**src/rtl/svm_seq_mac_pkg.sv**
```systemverilog
// Shared widths, state encoding and accumulator sizing for the sequential SVM engine.
package svm_pkg;

  localparam int N_FEATURES    = 21;
  localparam int FEATURE_WIDTH = 4;
  localparam int WEIGHT_WIDTH  = 8;
  localparam int BIAS_WIDTH    = 16;

  // Worst-case sum of n products plus bias, with one guard bit for the sign.
  function automatic int calc_acc_w(input int n, input int fw, input int ww, input int bw);
    int prod_sum_w;
    prod_sum_w = fw + 1 + ww + $clog2(n);
    return ((bw > prod_sum_w) ? bw : prod_sum_w) + 1;
  endfunction

  function automatic int calc_idx_w(input int n);
    return (n > 1) ? $clog2(n) : 1;
  endfunction

  localparam int ACC_W = calc_acc_w(N_FEATURES, FEATURE_WIDTH, WEIGHT_WIDTH, BIAS_WIDTH);

  typedef enum logic [1:0] {
    IDLE = 2'd0,
    ACC  = 2'd1,
    DONE = 2'd2,
    GAP  = 2'd3
  } svm_state_t;

  typedef logic signed [ACC_W-1:0] acc_t;

endpackage

```
**src/rtl/svm_seq_mac_if.sv**
```systemverilog
// Feature/weight/result bundle between the SVM class picker (master) and the engine (slave).
interface svm_seq_mac_if
  import svm_pkg::*;
#(
  parameter int N_features   = N_FEATURES,
  parameter int featureWidth = FEATURE_WIDTH,
  parameter int weightWidth  = WEIGHT_WIDTH,
  parameter int biasWidth    = BIAS_WIDTH
) ();

  localparam int ACC_W_L = calc_acc_w(N_features, featureWidth, weightWidth, biasWidth);

  logic                                 in_valid;
  logic                                 in_ready;
  logic [featureWidth*N_features-1:0]   features;
  logic [weightWidth*N_features-1:0]    weight;
  logic [biasWidth-1:0]                 bia;
  logic                                 svmready;
  logic                                 w_class;
  logic [ACC_W_L-1:0]                   score;

  modport master (
    output in_valid, features, weight, bia,
    input  in_ready, svmready, w_class, score
  );

  modport slave (
    input  in_valid, features, weight, bia,
    output in_ready, svmready, w_class, score
  );

endinterface

```
**src/rtl/svm_mac_step.sv**
```systemverilog
// One multiply-accumulate step: selects feature/weight idx and adds their signed product to acc.
module svm_mac_step #(
  parameter int N_features   = 21,
  parameter int featureWidth = 4,
  parameter int weightWidth  = 8,
  parameter int ACC_W        = 19,
  parameter int IDX_W        = 5
) (
  input  logic [featureWidth*N_features-1:0] features,
  input  logic [weightWidth*N_features-1:0]  weight,
  input  logic [IDX_W-1:0]                   idx,
  input  logic signed [ACC_W-1:0]            acc,
  output logic signed [ACC_W-1:0]            acc_next
);

  localparam int PROD_W = featureWidth + weightWidth + 1;

  logic [featureWidth-1:0]       f_sel;
  logic signed [weightWidth-1:0] w_sel;
  logic signed [PROD_W-1:0]      prod;

  assign f_sel = features[idx*featureWidth +: featureWidth];
  assign w_sel = weight[idx*weightWidth +: weightWidth];

  // Features are unsigned, so a zero MSB keeps them positive in the signed multiply.
  assign prod     = $signed({1'b0, f_sel}) * w_sel;
  assign acc_next = acc + $signed({{(ACC_W-PROD_W){prod[PROD_W-1]}}, prod});

endmodule

```
**src/rtl/svm_seq_mac.sv**
```systemverilog
// Sequential one-vs-one SVM engine: latches a feature vector, then runs two
// decision passes (one feature per cycle) against the picker's current weight set.
module svm_seq_mac
  import svm_pkg::*;
#(
  parameter int N_features   = N_FEATURES,
  parameter int featureWidth = FEATURE_WIDTH,
  parameter int weightWidth  = WEIGHT_WIDTH,
  parameter int biasWidth    = BIAS_WIDTH
) (
  input  logic          clk,
  input  logic          rst_n,
  svm_seq_mac_if.slave  bus
);

  // state | meaning
  // IDLE  | waiting for a feature vector, in_ready high
  // ACC   | one multiply-accumulate per cycle over all features
  // DONE  | pass result on svmready/w_class/score; restart for pass 1 or finish
  // GAP   | one idle cycle matching the picker's final state

  localparam int ACC_W = calc_acc_w(N_features, featureWidth, weightWidth, biasWidth);
  localparam int IDX_W = calc_idx_w(N_features);
  localparam logic [IDX_W-1:0] IDX_LAST = IDX_W'(N_features - 1);

  svm_state_t                         state;
  logic                               pass;
  logic [IDX_W-1:0]                   idx;
  logic signed [ACC_W-1:0]            acc;
  logic signed [ACC_W-1:0]            acc_next;
  logic signed [ACC_W-1:0]            bia_ext;
  logic [featureWidth*N_features-1:0] feat_q;
  logic                               svmready_q;
  logic                               w_class_q;
  logic [ACC_W-1:0]                   score_q;

  assign bia_ext = $signed({{(ACC_W-biasWidth){bus.bia[biasWidth-1]}}, bus.bia});

  svm_mac_step #(
    .N_features   (N_features),
    .featureWidth (featureWidth),
    .weightWidth  (weightWidth),
    .ACC_W        (ACC_W),
    .IDX_W        (IDX_W)
  ) u_step (
    .features (feat_q),
    .weight   (bus.weight),
    .idx      (idx),
    .acc      (acc),
    .acc_next (acc_next)
  );

  always_ff @(posedge clk or negedge rst_n) begin
    if (!rst_n) begin
      state      <= IDLE;
      pass       <= 1'b0;
      idx        <= '0;
      acc        <= '0;
      feat_q     <= '0;
      svmready_q <= 1'b0;
      w_class_q  <= 1'b0;
      score_q    <= '0;
    end else begin
      svmready_q <= 1'b0;
      case (state)
        IDLE: begin
          if (bus.in_valid) begin
            feat_q <= bus.features;
            pass   <= 1'b0;
            idx    <= '0;
            acc    <= bia_ext;
            state  <= ACC;
          end
        end
        ACC: begin
          acc <= acc_next;
          if (idx == IDX_LAST) begin
            // Outputs are loaded on entry so they are valid for exactly the DONE cycle.
            svmready_q <= 1'b1;
            w_class_q  <= acc_next[ACC_W-1];
            score_q    <= acc_next;
            state      <= DONE;
          end else begin
            idx <= idx + 1'b1;
          end
        end
        DONE: begin
          if (!pass) begin
            pass  <= 1'b1;
            idx   <= '0;
            acc   <= bia_ext;
            state <= ACC;
          end else begin
            state <= GAP;
          end
        end
        GAP:     state <= IDLE;
        default: state <= IDLE;
      endcase
    end
  end

  assign bus.in_ready = (state == IDLE);
  assign bus.svmready = svmready_q;
  assign bus.w_class  = w_class_q;
  assign bus.score    = score_q;

endmodule

```
**src/flat_wrapper.sv**
```systemverilog
// flat-port wrapper written by rule: the top's interface ports become plain ports
module svm_seq_mac_flat import svm_pkg::*;
#(
  parameter int N_features   = N_FEATURES,
  parameter int featureWidth = FEATURE_WIDTH,
  parameter int weightWidth  = WEIGHT_WIDTH,
  parameter int biasWidth    = BIAS_WIDTH
)
  (clk, rst_n, bus_in_valid, bus_features, bus_weight, bus_bia, bus_in_ready, bus_svmready, bus_w_class, bus_score);
  svm_seq_mac_if #(.N_features(N_features), .featureWidth(featureWidth), .weightWidth(weightWidth), .biasWidth(biasWidth)) bus_i ();
  input  logic clk;
  input  logic rst_n;
  input wire logic [$bits(bus_i.in_valid)-1:0] bus_in_valid;
  input wire logic [$bits(bus_i.features)-1:0] bus_features;
  input wire logic [$bits(bus_i.weight)-1:0] bus_weight;
  input wire logic [$bits(bus_i.bia)-1:0] bus_bia;
  output wire logic [$bits(bus_i.in_ready)-1:0] bus_in_ready;
  output wire logic [$bits(bus_i.svmready)-1:0] bus_svmready;
  output wire logic [$bits(bus_i.w_class)-1:0] bus_w_class;
  output wire logic [$bits(bus_i.score)-1:0] bus_score;
  assign bus_i.in_valid = bus_in_valid;
  assign bus_i.features = bus_features;
  assign bus_i.weight = bus_weight;
  assign bus_i.bia = bus_bia;
  assign bus_in_ready = bus_i.in_ready;
  assign bus_svmready = bus_i.svmready;
  assign bus_w_class = bus_i.w_class;
  assign bus_score = bus_i.score;
  svm_seq_mac #(.N_features(N_features), .featureWidth(featureWidth), .weightWidth(weightWidth), .biasWidth(biasWidth)) u_core (.clk(clk), .rst_n(rst_n), .bus(bus_i));
endmodule
```
**config.mk**
```make
export PLATFORM = sky130hd
export DESIGN_NAME = svm_seq_mac_flat
export DESIGN_NICKNAME = d
export VERILOG_FILES = /design/src/rtl/svm_seq_mac_pkg.sv /design/src/rtl/svm_seq_mac_if.sv /design/src/rtl/svm_mac_step.sv /design/src/rtl/svm_seq_mac.sv /design/src/flat_wrapper.sv
export SDC_FILE = /design/constraint.sdc
export NUM_CORES = 1
export LEC_CHECK = 0
export CORE_MARGIN = 2
export CORE_UTILIZATION = 48
export DETAILED_ROUTE_END_ITERATION = 10
export GPL_TIMING_DRIVEN = 0
export HOLD_SLACK_MARGIN = 0.05
export PLACE_DENSITY_LB_ADDON = 0.05
export SLEW_MARGIN = 10
export SYNTH_ARGS = -nofsm -noshare
export SYNTH_HDL_FRONTEND = slang
export SYNTH_SLANG_ARGS = --single-unit
```
**constraint.sdc**
```tcl
create_clock -name clk -period 6.2 [get_ports clk]
set_input_delay 1.24 -clock clk [delete_from_list [all_inputs] [get_ports clk]]
set_output_delay 1.24 -clock clk [all_outputs]
set_load 0.02 [all_outputs]
```
Fig. 1: I/O pins on the die edge
Pins as bars across the die edge, other pins in gray.
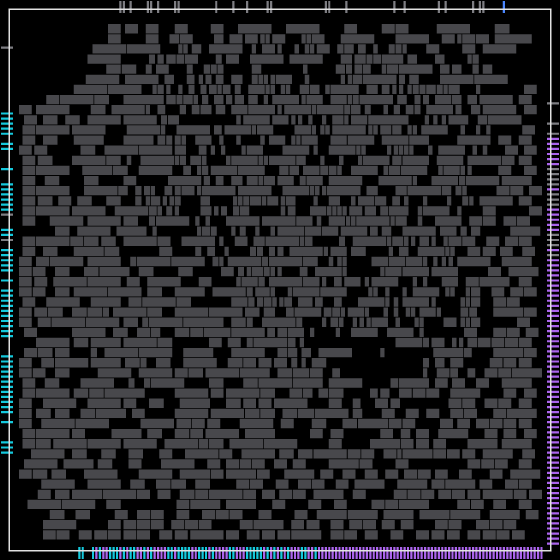
blue -> rst_n  # pins 1, direction input, edge top
cyan -> bus_features  # pins 84, direction input, edge 48 left, 36 bottom
purple -> bus_weight  # pins 168, direction input, edge 98 bottom, 70 right
die width: 145 µm
Die Y: 145 µm

Fig. 2: selected gate families
Scale bar: 50 µm.
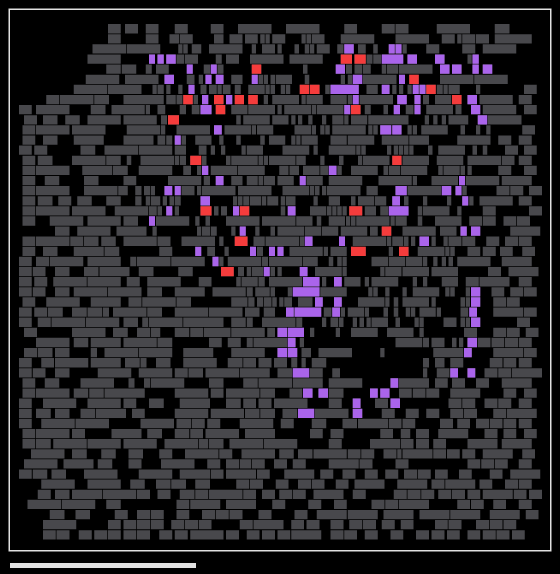
purple -> inverting AOI/OAI gates  # cells 106, most used o22ai_1
red -> AND-OR and OR-AND gates  # cells 25, most used a21o_1
Top cell excl fill/tap: clkdlybuf4s50_1
Non-Filler Instances: 1432
logic share of the area: 42.5%

Fig. 3: clock nets
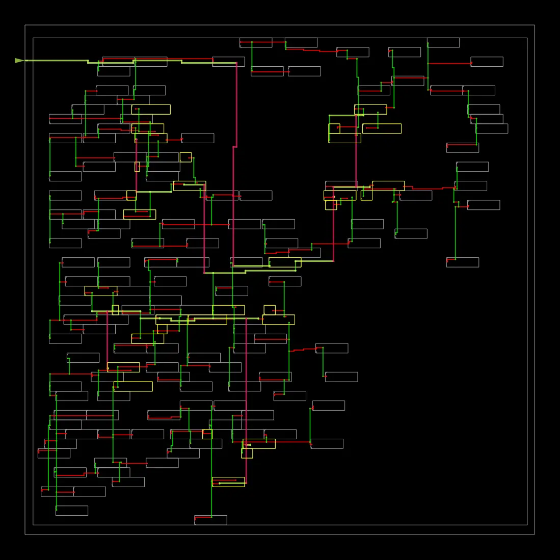
num sequential: 131
skew final: 0.0118 ns
Num Clock Sinks: 131
Inserted Clock Buffers: 17

==> out/results.txt <==
CTS tree: done
max_slew headroom: 46.7%
largest net degree at the start of global routing: 73
cell taking the most area after synthesis: dfrtp_1
Unique masters post-synth: 56
max-slew violations: 0
P&R area growth vs syn: 42.0%
drc violations: 0
vias in the first global route: 8528
syn_area_per_cell: 11.4 µm²
dpl hpwl: 23500 µm
status: finished clean
clk root buf: clkbuf_16
FFs w/ async S/R, synth: 100%
First-pass DRT Iterations: 4
top cells, area: dfrtp_1, mux4_2, mux2_2
crit path DRT: 6.56 ns
cells on worst reg2reg path: 19
critical path, cell by cell: clkdlybuf4s50_1, mux4_2, a22oi_1, o22ai_2, o22ai_4, clkinvlp_4, buf_4, fa_1, fa_1, inv_1, fa_1, inv_1, ha_1, o2111ai_2, nand2_1, a31oi_1, xnor2_1, mux2_2
Post-synth regs: 131
first-pass GRT wire length: 47100 µm
setup violators final: 0
routed len/inst: 20.7 µm
Syn Nets: 1188
worst slew pin tran: 0.799 ns
Cell Count Post-Placement: 1395
Cell Rows: 51
maxcap violations: 0
drt first-iter violations: 413
fmax: 167 MHz
CP Class: input pin to flip-flop
I/O pin count: 293
R2R Path End: u_core.bus.score[12]
initial antenna violation count: 2
ys cells: 837
CTS Buffer Depth: 2
via-per-instance ratio: 5.59
clk slew on worst S/H paths: 0.06 ns
RePlAce Congestion: 0.890
flop-to-flop setup slack: 0.45 ns
Chip Area, Yosys: 9560 µm²
count of tool warnings: 29
Seq/Total Area, Yosys: 34.3%
Total Routing Usage GR: 29.0%
Syn Inst Count: 837
most instantiated library cell after synthesis: dfrtp_1
Crit path largest cell delay: 0.54 ns
RR Startpoint: u_core.idx[1]
Worst Path Arrival: 6.33 ns
Worst path slowest cell: fa_1
Post-DRT Antenna Nets: 0
crit path from: bus_weight[159]
fin crit share: 96.4%
drt total wl: 29600 µm
Mapped Area: 9560 µm²
grt ovf: 0
Final Core Density: 69.5%
Hold Crit Class: flip-flop to flip-flop
Critical Path Most Common Cell: fa_1
Top cell area share: 34.3%
Hold Path End: u_core.bus.score[1]
Final min period: 5.97 ns
I/O Buffers: 292
Core Footprint: 19500 µm²
H-tree levels: 4
nature of the critical path endpoint: flip-flop
Crit Path Max Fanout: 5
top cells by count, synth: dfrtp_1, mux2_2, inv_1
Latency at later pin: 0.43 ns
EDFF count, synth: 0
Init Core Util: 48.9%
warnings from Yosys: 0
vias: 8006
CP startpoint kind: input pin
hold_sp: u_core.bus.score[1]
final hold violation count: 0
share of cells above drive strength 1: 20.6%
most used flip-flop cell: dfrtp_1
Final nets: 1503
Hold Crit Depth: 2
Die Footprint: 21100 µm²
## worst max path at each step
stage,cells after the start,end,slack (ns)
after floorplan,17,u_core.bus.score[16],0.30
after global routing,18,u_core.bus.score[12],-0.01
after detailed placement,18,u_core.bus.score[16],-0.90
final,18,u_core.bus.score[12],0.23
after CTS,19,u_core.bus.score[16],0.09
after global placement,1,u_core.feat_q[59],-1.53
## metrics by stage
step           hold WS, ns  cell area [µm²]  setup slack, ns  TNS (ns)
2_1_floorplan        0.475             9560            0.299         0
3_3_place_gp         0.460            12800            -1.53   -211.02
3_5_place_dp         0.461            12800           -0.900    -13.89
4_1_cts              0.476            13500           0.0918         0
5_1_grt              0.504            13600          -0.0121   -0.0137
6_report             0.474            13600            0.225         0
## layer usage
layer  GRT usage (%)  vias up  wire length [µm]
met3            7.92       52              2010
met2            48.0      287             14400
li1                -     3646                 -
met1            37.1     4021             12500
met5               0        -                 0
met4            9.90        0               753
## layout make-up
cell class | count | area, µm²
Clock inverter | 14 | 200
Buffer | 51 | 277
Multi-Input combinational cell | 574 | 5770
Fill cell | 1553 | 5950
Clock buffer | 18 | 429
Timing Repair Buffer | 296 | 2970
Sequential cell | 131 | 3280
Tap cell | 265 | 332
Inverter | 81 | 308
Antenna cell | 2 | 5.00
## cells in the final DEF, fill, tap and decap left out, types with 6 or more instances in the layout
master / n
o21a_1: 6
dfrtp_1: 131
buf_2: 24
ha_1: 38
xor2_1: 6
o21ai_0: 19
clkdlybuf4s50_1: 291
xnor2_1: 8
a22oi_1: 20
mux4_2: 60
o22ai_1: 21
fa_1: 40
nand3_1: 10
a21o_1: 10
mux2i_1: 27
inv_1: 79
buf_4: 6
clkbuf_16: 17
a21oi_1: 19
nor2_1: 67
nand2_1: 52
nor3_1: 11
clkbuf_1: 18
mux2_2: 86
## kinds of logic (layout without fill, tap and decap cells)
group,after synthesis,in the layout,share of synthesized area [%]
AOI/OAI and AO/OA,131,131,9.31
xor gates and xnor gates,14,14,1.28
adders and majority gates,80,80,13.6
buffers and inverters,132,460,6.07
DFF,131,131,34.3
muxes,173,173,27.1
other,0,2,0
and+or+nand+nor,176,176,8.33
## what timing repair did
item	in CTS	in global routing
setup buffers	2	1
endpoints found under the setup margin	18	16
resized	6	11
hold buffers	0	0
pin swaps	0	1
## worst max-delay path, delay by kind of cell
kind	cells	cell delay (ns)
AND-OR/OR-AND	5	1.04
XOR/XNOR	1	0.46
adder cells (fa/ha/maj)	4	1.90
buffers and inverters	5	0.77
multiplexers	2	0.74
AND/OR/NAND/NOR	1	0.18
## registers in the layout, summed over array words and instances (netlist names)
signal,flops
u_core.idx,5
u_core.bus.score,18
u_core.bus.w_class,1
u_core.bus.svmready,1
u_core.state,2
u_core.feat_q,84
u_core.acc,19
u_core.pass,1
